File: src/rtl/idli_serial_ex.sv
// Slice-serial execution unit: ALU with inter-slice carry, full-word shifter and
// compare flag. Operands arrive LSB slice first; results drain LSB first with backpressure.
package idli_serial_ex_pkg;
  typedef enum logic {PIPE_ALU = 1'b0, PIPE_SHIFT = 1'b1} pipe_t;
  typedef enum logic [1:0] {ALU_ADD, ALU_AND, ALU_OR, ALU_XOR} alu_op_t;
  typedef enum logic [2:0] {CMP_EQ, CMP_NE, CMP_LTU, CMP_GEU, CMP_LT, CMP_GE, CMP_ANY} cmp_op_t;
  typedef enum logic [1:0] {SHIFT_SRL, SHIFT_SRA, SHIFT_ROR, SHIFT_ROL} shift_op_t;
endpackage

module idli_serial_ex
  import idli_serial_ex_pkg::*;
#(
  parameter int SLICE_W = 4,
  parameter int NUM_SLICES = 4,
  localparam int DATA_W = SLICE_W * NUM_SLICES,
  localparam int SHAMT_W = $clog2(DATA_W)
) (
  input  logic               i_clk,
  input  logic               i_rst,
  input  logic               i_in_vld,
  output logic               o_in_rdy,
  input  logic [SLICE_W-1:0] i_lhs,
  input  logic [SLICE_W-1:0] i_rhs,
  input  pipe_t              i_pipe,
  input  alu_op_t            i_alu_op,
  input  logic               i_rhs_inv,
  input  cmp_op_t            i_cmp_op,
  input  shift_op_t          i_shift_op,
  input  logic [SHAMT_W-1:0] i_shamt,
  output logic               o_out_vld,
  input  logic               i_out_rdy,
  output logic [SLICE_W-1:0] o_out,
  output logic               o_out_last,
  output logic               o_cmp_vld,
  output logic               o_cmp,
  output logic               o_busy
);
  localparam int CNT_W = (NUM_SLICES > 1) ? $clog2(NUM_SLICES) : 1;
  localparam logic [CNT_W-1:0] CNT_LAST = CNT_W'(NUM_SLICES - 1);

  typedef enum logic {ST_FILL, ST_DRAIN} state_t;

  state_t             state_reg, state_next;
  logic [CNT_W-1:0]   cnt_reg, cnt_next;
  pipe_t              pipe_reg;
  alu_op_t            alu_op_reg;
  logic               rhs_inv_reg;
  cmp_op_t            cmp_op_reg;
  shift_op_t          shift_op_reg;
  logic [SHAMT_W-1:0] shamt_reg;
  logic               alu_c_reg, cmp_c_reg, cmp_z_reg;
  logic               cmp_reg, cmp_vld_reg;
  logic [DATA_W-1:0]  buf_reg;

  logic               accept, first, is_last;
  pipe_t              pipe_e;
  alu_op_t            alu_op_e;
  logic               rhs_inv_e;
  cmp_op_t            cmp_op_e;
  shift_op_t          shift_op_e;
  logic [SHAMT_W-1:0] shamt_e;
  logic [SLICE_W-1:0] rhs_eff, alu_slice, slice_val, diff;
  logic [SLICE_W:0]   add_full, sub_full;
  logic               alu_cin, cmp_cin, z_next, flag_n, flag_v, cmp_eval;
  logic [DATA_W-1:0]  word_full, shift_res;
  logic [SHAMT_W:0]   rot_amt;

  assign accept  = (state_reg == ST_FILL) && i_in_vld;
  assign first   = (cnt_reg == '0);
  assign is_last = (cnt_reg == CNT_LAST);

  // Controls come straight from the inputs on slice 0, from the latched copy afterwards.
  assign pipe_e     = first ? i_pipe     : pipe_reg;
  assign alu_op_e   = first ? i_alu_op   : alu_op_reg;
  assign rhs_inv_e  = first ? i_rhs_inv  : rhs_inv_reg;
  assign cmp_op_e   = first ? i_cmp_op   : cmp_op_reg;
  assign shift_op_e = first ? i_shift_op : shift_op_reg;
  assign shamt_e    = first ? i_shamt    : shamt_reg;

  assign rhs_eff  = i_rhs ^ {SLICE_W{rhs_inv_e}};
  assign alu_cin  = first ? rhs_inv_e : alu_c_reg;
  assign add_full = {1'b0, i_lhs} + {1'b0, rhs_eff} + {{SLICE_W{1'b0}}, alu_cin};

  always_comb begin
    alu_slice = add_full[SLICE_W-1:0];
    case (alu_op_e)
      ALU_AND: alu_slice = i_lhs & rhs_eff;
      ALU_OR:  alu_slice = i_lhs | rhs_eff;
      ALU_XOR: alu_slice = i_lhs ^ rhs_eff;
      default: alu_slice = add_full[SLICE_W-1:0];
    endcase
  end

  assign slice_val = (pipe_e == PIPE_SHIFT) ? i_lhs : alu_slice;

  // Compare always runs LHS - RHS, independent of the ALU operation.
  assign cmp_cin  = first ? 1'b1 : cmp_c_reg;
  assign sub_full = {1'b0, i_lhs} + {1'b0, ~i_rhs} + {{SLICE_W{1'b0}}, cmp_cin};
  assign diff     = sub_full[SLICE_W-1:0];
  assign z_next   = (first || cmp_z_reg) && (diff == '0);
  assign flag_n   = diff[SLICE_W-1];
  assign flag_v   = (i_lhs[SLICE_W-1] ^ i_rhs[SLICE_W-1]) & (i_lhs[SLICE_W-1] ^ diff[SLICE_W-1]);

  always_comb begin
    cmp_eval = 1'b1;
    case (cmp_op_e)
      CMP_EQ:  cmp_eval = z_next;
      CMP_NE:  cmp_eval = !z_next;
      CMP_LTU: cmp_eval = !sub_full[SLICE_W];
      CMP_GEU: cmp_eval = sub_full[SLICE_W];
      CMP_LT:  cmp_eval = flag_n ^ flag_v;
      CMP_GE:  cmp_eval = !(flag_n ^ flag_v);
      default: cmp_eval = 1'b1;
    endcase
  end

  // Buffered word with the slice being accepted this cycle merged in.
  for (genvar gi = 0; gi < NUM_SLICES; gi++) begin : g_word
    assign word_full[gi*SLICE_W +: SLICE_W] =
      (cnt_reg == CNT_W'(gi)) ? slice_val : buf_reg[gi*SLICE_W +: SLICE_W];
  end

  // Rotates built from two opposite shifts; n=0 makes the complementary shift DATA_W, i.e. zero.
  assign rot_amt = (SHAMT_W + 1)'(DATA_W) - {1'b0, shamt_e};

  always_comb begin
    shift_res = word_full >> shamt_e;
    case (shift_op_e)
      SHIFT_SRA: shift_res = $unsigned($signed(word_full) >>> shamt_e);
      SHIFT_ROR: shift_res = (word_full >> shamt_e) | (word_full << rot_amt);
      SHIFT_ROL: shift_res = (word_full << shamt_e) | (word_full >> rot_amt);
      default:   shift_res = word_full >> shamt_e;
    endcase
  end

  always_ff @(posedge i_clk or posedge i_rst) begin
    if (i_rst) begin
      state_reg <= ST_FILL;
      cnt_reg   <= '0;
    end else begin
      state_reg <= state_next;
      cnt_reg   <= cnt_next;
    end
  end

  always_comb begin
    state_next = state_reg;
    cnt_next   = cnt_reg;
    case (state_reg)
      ST_FILL: if (i_in_vld) begin
        if (is_last) begin
          state_next = ST_DRAIN;
          cnt_next   = '0;
        end else begin
          cnt_next = cnt_reg + CNT_W'(1);
        end
      end
      default: if (i_out_rdy) begin
        if (is_last) begin
          state_next = ST_FILL;
          cnt_next   = '0;
        end else begin
          cnt_next = cnt_reg + CNT_W'(1);
        end
      end
    endcase
  end

  always_comb begin
    o_in_rdy   = (state_reg == ST_FILL);
    o_out_vld  = (state_reg == ST_DRAIN);
    o_out_last = (state_reg == ST_DRAIN) && is_last;
    o_busy     = (state_reg == ST_DRAIN) || !first;
    o_out      = (state_reg == ST_DRAIN) ? buf_reg[cnt_reg*SLICE_W +: SLICE_W] : '0;
  end

  always_ff @(posedge i_clk or posedge i_rst) begin
    if (i_rst) begin
      pipe_reg     <= PIPE_ALU;
      alu_op_reg   <= ALU_ADD;
      rhs_inv_reg  <= 1'b0;
      cmp_op_reg   <= CMP_EQ;
      shift_op_reg <= SHIFT_SRL;
      shamt_reg    <= '0;
      alu_c_reg    <= 1'b0;
      cmp_c_reg    <= 1'b0;
      cmp_z_reg    <= 1'b0;
      cmp_reg      <= 1'b0;
      cmp_vld_reg  <= 1'b0;
      buf_reg      <= '0;
    end else begin
      cmp_vld_reg <= accept && is_last;
      if (accept) begin
        if (first) begin
          pipe_reg     <= i_pipe;
          alu_op_reg   <= i_alu_op;
          rhs_inv_reg  <= i_rhs_inv;
          cmp_op_reg   <= i_cmp_op;
          shift_op_reg <= i_shift_op;
          shamt_reg    <= i_shamt;
        end
        alu_c_reg <= add_full[SLICE_W];
        cmp_c_reg <= sub_full[SLICE_W];
        cmp_z_reg <= z_next;
        buf_reg   <= (is_last && pipe_e == PIPE_SHIFT) ? shift_res : word_full;
        if (is_last) cmp_reg <= cmp_eval;
      end
    end
  end

  assign o_cmp_vld = cmp_vld_reg;
  assign o_cmp     = cmp_reg;
endmodule

File: config.mk
export PLATFORM = sky130hd
export DESIGN_NAME = idli_serial_ex
export DESIGN_NICKNAME = d
export VERILOG_FILES = /design/src/rtl/idli_serial_ex.sv
export SDC_FILE = /design/constraint.sdc
export NUM_CORES = 1
export LEC_CHECK = 0
export CAP_MARGIN = 20
export CELL_PAD_IN_SITES_DETAIL_PLACEMENT = 1
export CELL_PAD_IN_SITES_GLOBAL_PLACEMENT = 1
export CORE_MARGIN = 4
export CORE_UTILIZATION = 52
export CTS_BUF_LIST = sky130_fd_sc_hd__clkbuf_16
export DETAILED_ROUTE_END_ITERATION = 10
export DONT_BUFFER_PORTS = 1
export GPL_TIMING_DRIVEN = 0
export PLACE_DENSITY = 0.95
export SETUP_SLACK_MARGIN = 0.2
export SLEW_MARGIN = 40
export SYNTH_ARGS = -nofsm -noshare
export SYNTH_HDL_FRONTEND = slang
export SYNTH_SLANG_ARGS = --single-unit
File: constraint.sdc
create_clock -name i_clk -period 18 [get_ports i_clk]
set_input_delay 3.6 -clock i_clk [delete_from_list [all_inputs] [get_ports i_clk]]
set_output_delay 3.6 -clock i_clk [all_outputs]
set_load 0.05 [all_outputs]
==> metrics.cfg <==
[outcome]
run_status=finished, final reports clean

[critical_path]
crit_buf_inv=6
setup.worst_path.end_class=register
r2r_slack_ns=9.98
criticalPathCategory=in -> reg
worst-endpoint-arrival_ns=8.61
timing.critical_path.max_delay_family=buffers and inverters
cpPeakStageDelay_ns=0.67

[layout]
design_area_um2=6520
flop_area_um2=926
n_all_inverters=24
flow.area_growth_from_synthesis_pct=6.11
seq-cell-share_pct=14.2
multi_input_combinational_cell_count=715
comb_share_pct=74.6

[logic_synthesis]
synth_xor_xnor_area_share_pct=1.71
synthesis.yosys.warnings=0
ys_ff=37
mux_share_pct=14.3
synthFlopType=sky130_fd_sc_hd__dfrtp_1
post_synth_fa_ha_maj_area_fraction_pct=4.88
netlist.top_cell.by_area=sky130_fd_sc_hd__dfrtp_1

[global_route]
global_route.usage.met1_pct=60.6
met2_usage_pct=69.1
grt_max_degree=21

[routing]
antenna_violating_nets_post_route=0
drt_first_pass_iters=8
highest_layer=met5
drc_violation_total_after_the_first_tritonroute_iteration=1654

[sta]
timing.setup.tns_ns=0
fin_hold_ws_ns=0.517
final-setup-viol-count=0
timing.final.max_slew_violations=0

[place]
postPlaceCellArea_um2=6360
gp_congestion=1.16
post-dp-hpwl_um=24800

[die]
die_area_um2=13600
core_area_um2=11500
fp.dieW_um=117
initial_utilization_pct=53.4

[clock_network]
hold_buffers=0
clock_tree.root_cell=sky130_fd_sc_hd__clkbuf_16
clock_path_buffers=2
cts_sinks=37

[hold_path]
hold_path.startpoint=cmp_c_reg
hold_path_depth=2

-- how the worst max path moves through the flow --
stage / end / cells past startpoint / slack (ns) / startpoint
floorplan: buf_reg[6] / 14 / 10.86 / i_rhs_inv
global placement: buf_reg[5] / 13 / 9.64 / i_shamt[1]
detailed placement: buf_reg[5] / 13 / 9.68 / i_shamt[1]
CTS: buf_reg[5] / 13 / 9.97 / i_shamt[1]
global route: buf_reg[5] / 13 / 9.54 / i_shamt[1]
finish: buf_reg[5] / 14 / 9.53 / i_shamt[1]
-- tightest hold or removal path, cell delays in order, from the launching register on --
cell and delay, ns:
sky130_fd_sc_hd__dfrtp_1 0.36, sky130_fd_sc_hd__nand2_1 0.06, sky130_fd_sc_hd__o21ai_0 0.06
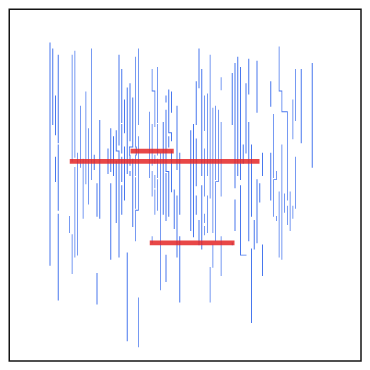
Fig. 1. Wiring by layer.
(3 px per um) Two of the layers only.
Key: red = M5 [wire length 101 um]; blue = M4 [wire length 2,590 um]
WL per Instance: 33.0 um
detailed-route wire length: 32,800 um
number of vias after detailed routing: 8,305
total routing usage reported by global routing: 48.2%

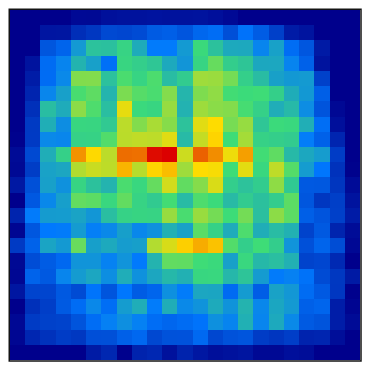
Fig. 2. Wire density map.
(3 px per um) The die is cut into 23 by 23 equal tiles; dark blue is low, red is high, scaled to the fullest tile. Values are wire area over tile area, all layers added.
The mean over all tiles is 0.46. The densest ninth of the die: middle. 13% of the tiles are nearly empty. 20% of the tiles are over half the peak. The fullest tile reaches 1.5.

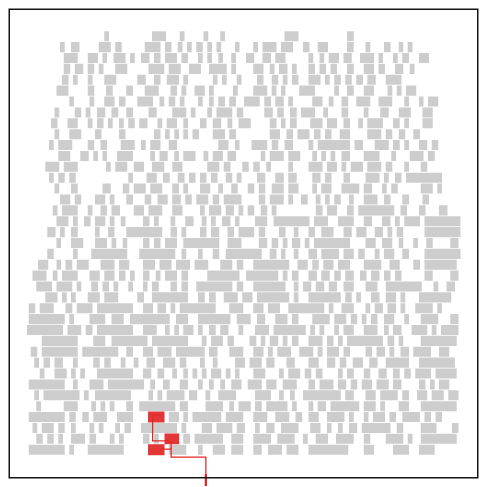
Fig. 3. Port wiring.
(4 px per um)
Key: red = i_rhs_inv [bits 1, direction input, end cells 3, wire 33.1 um]
top-level I/O count: 35
number of port buffers: 0

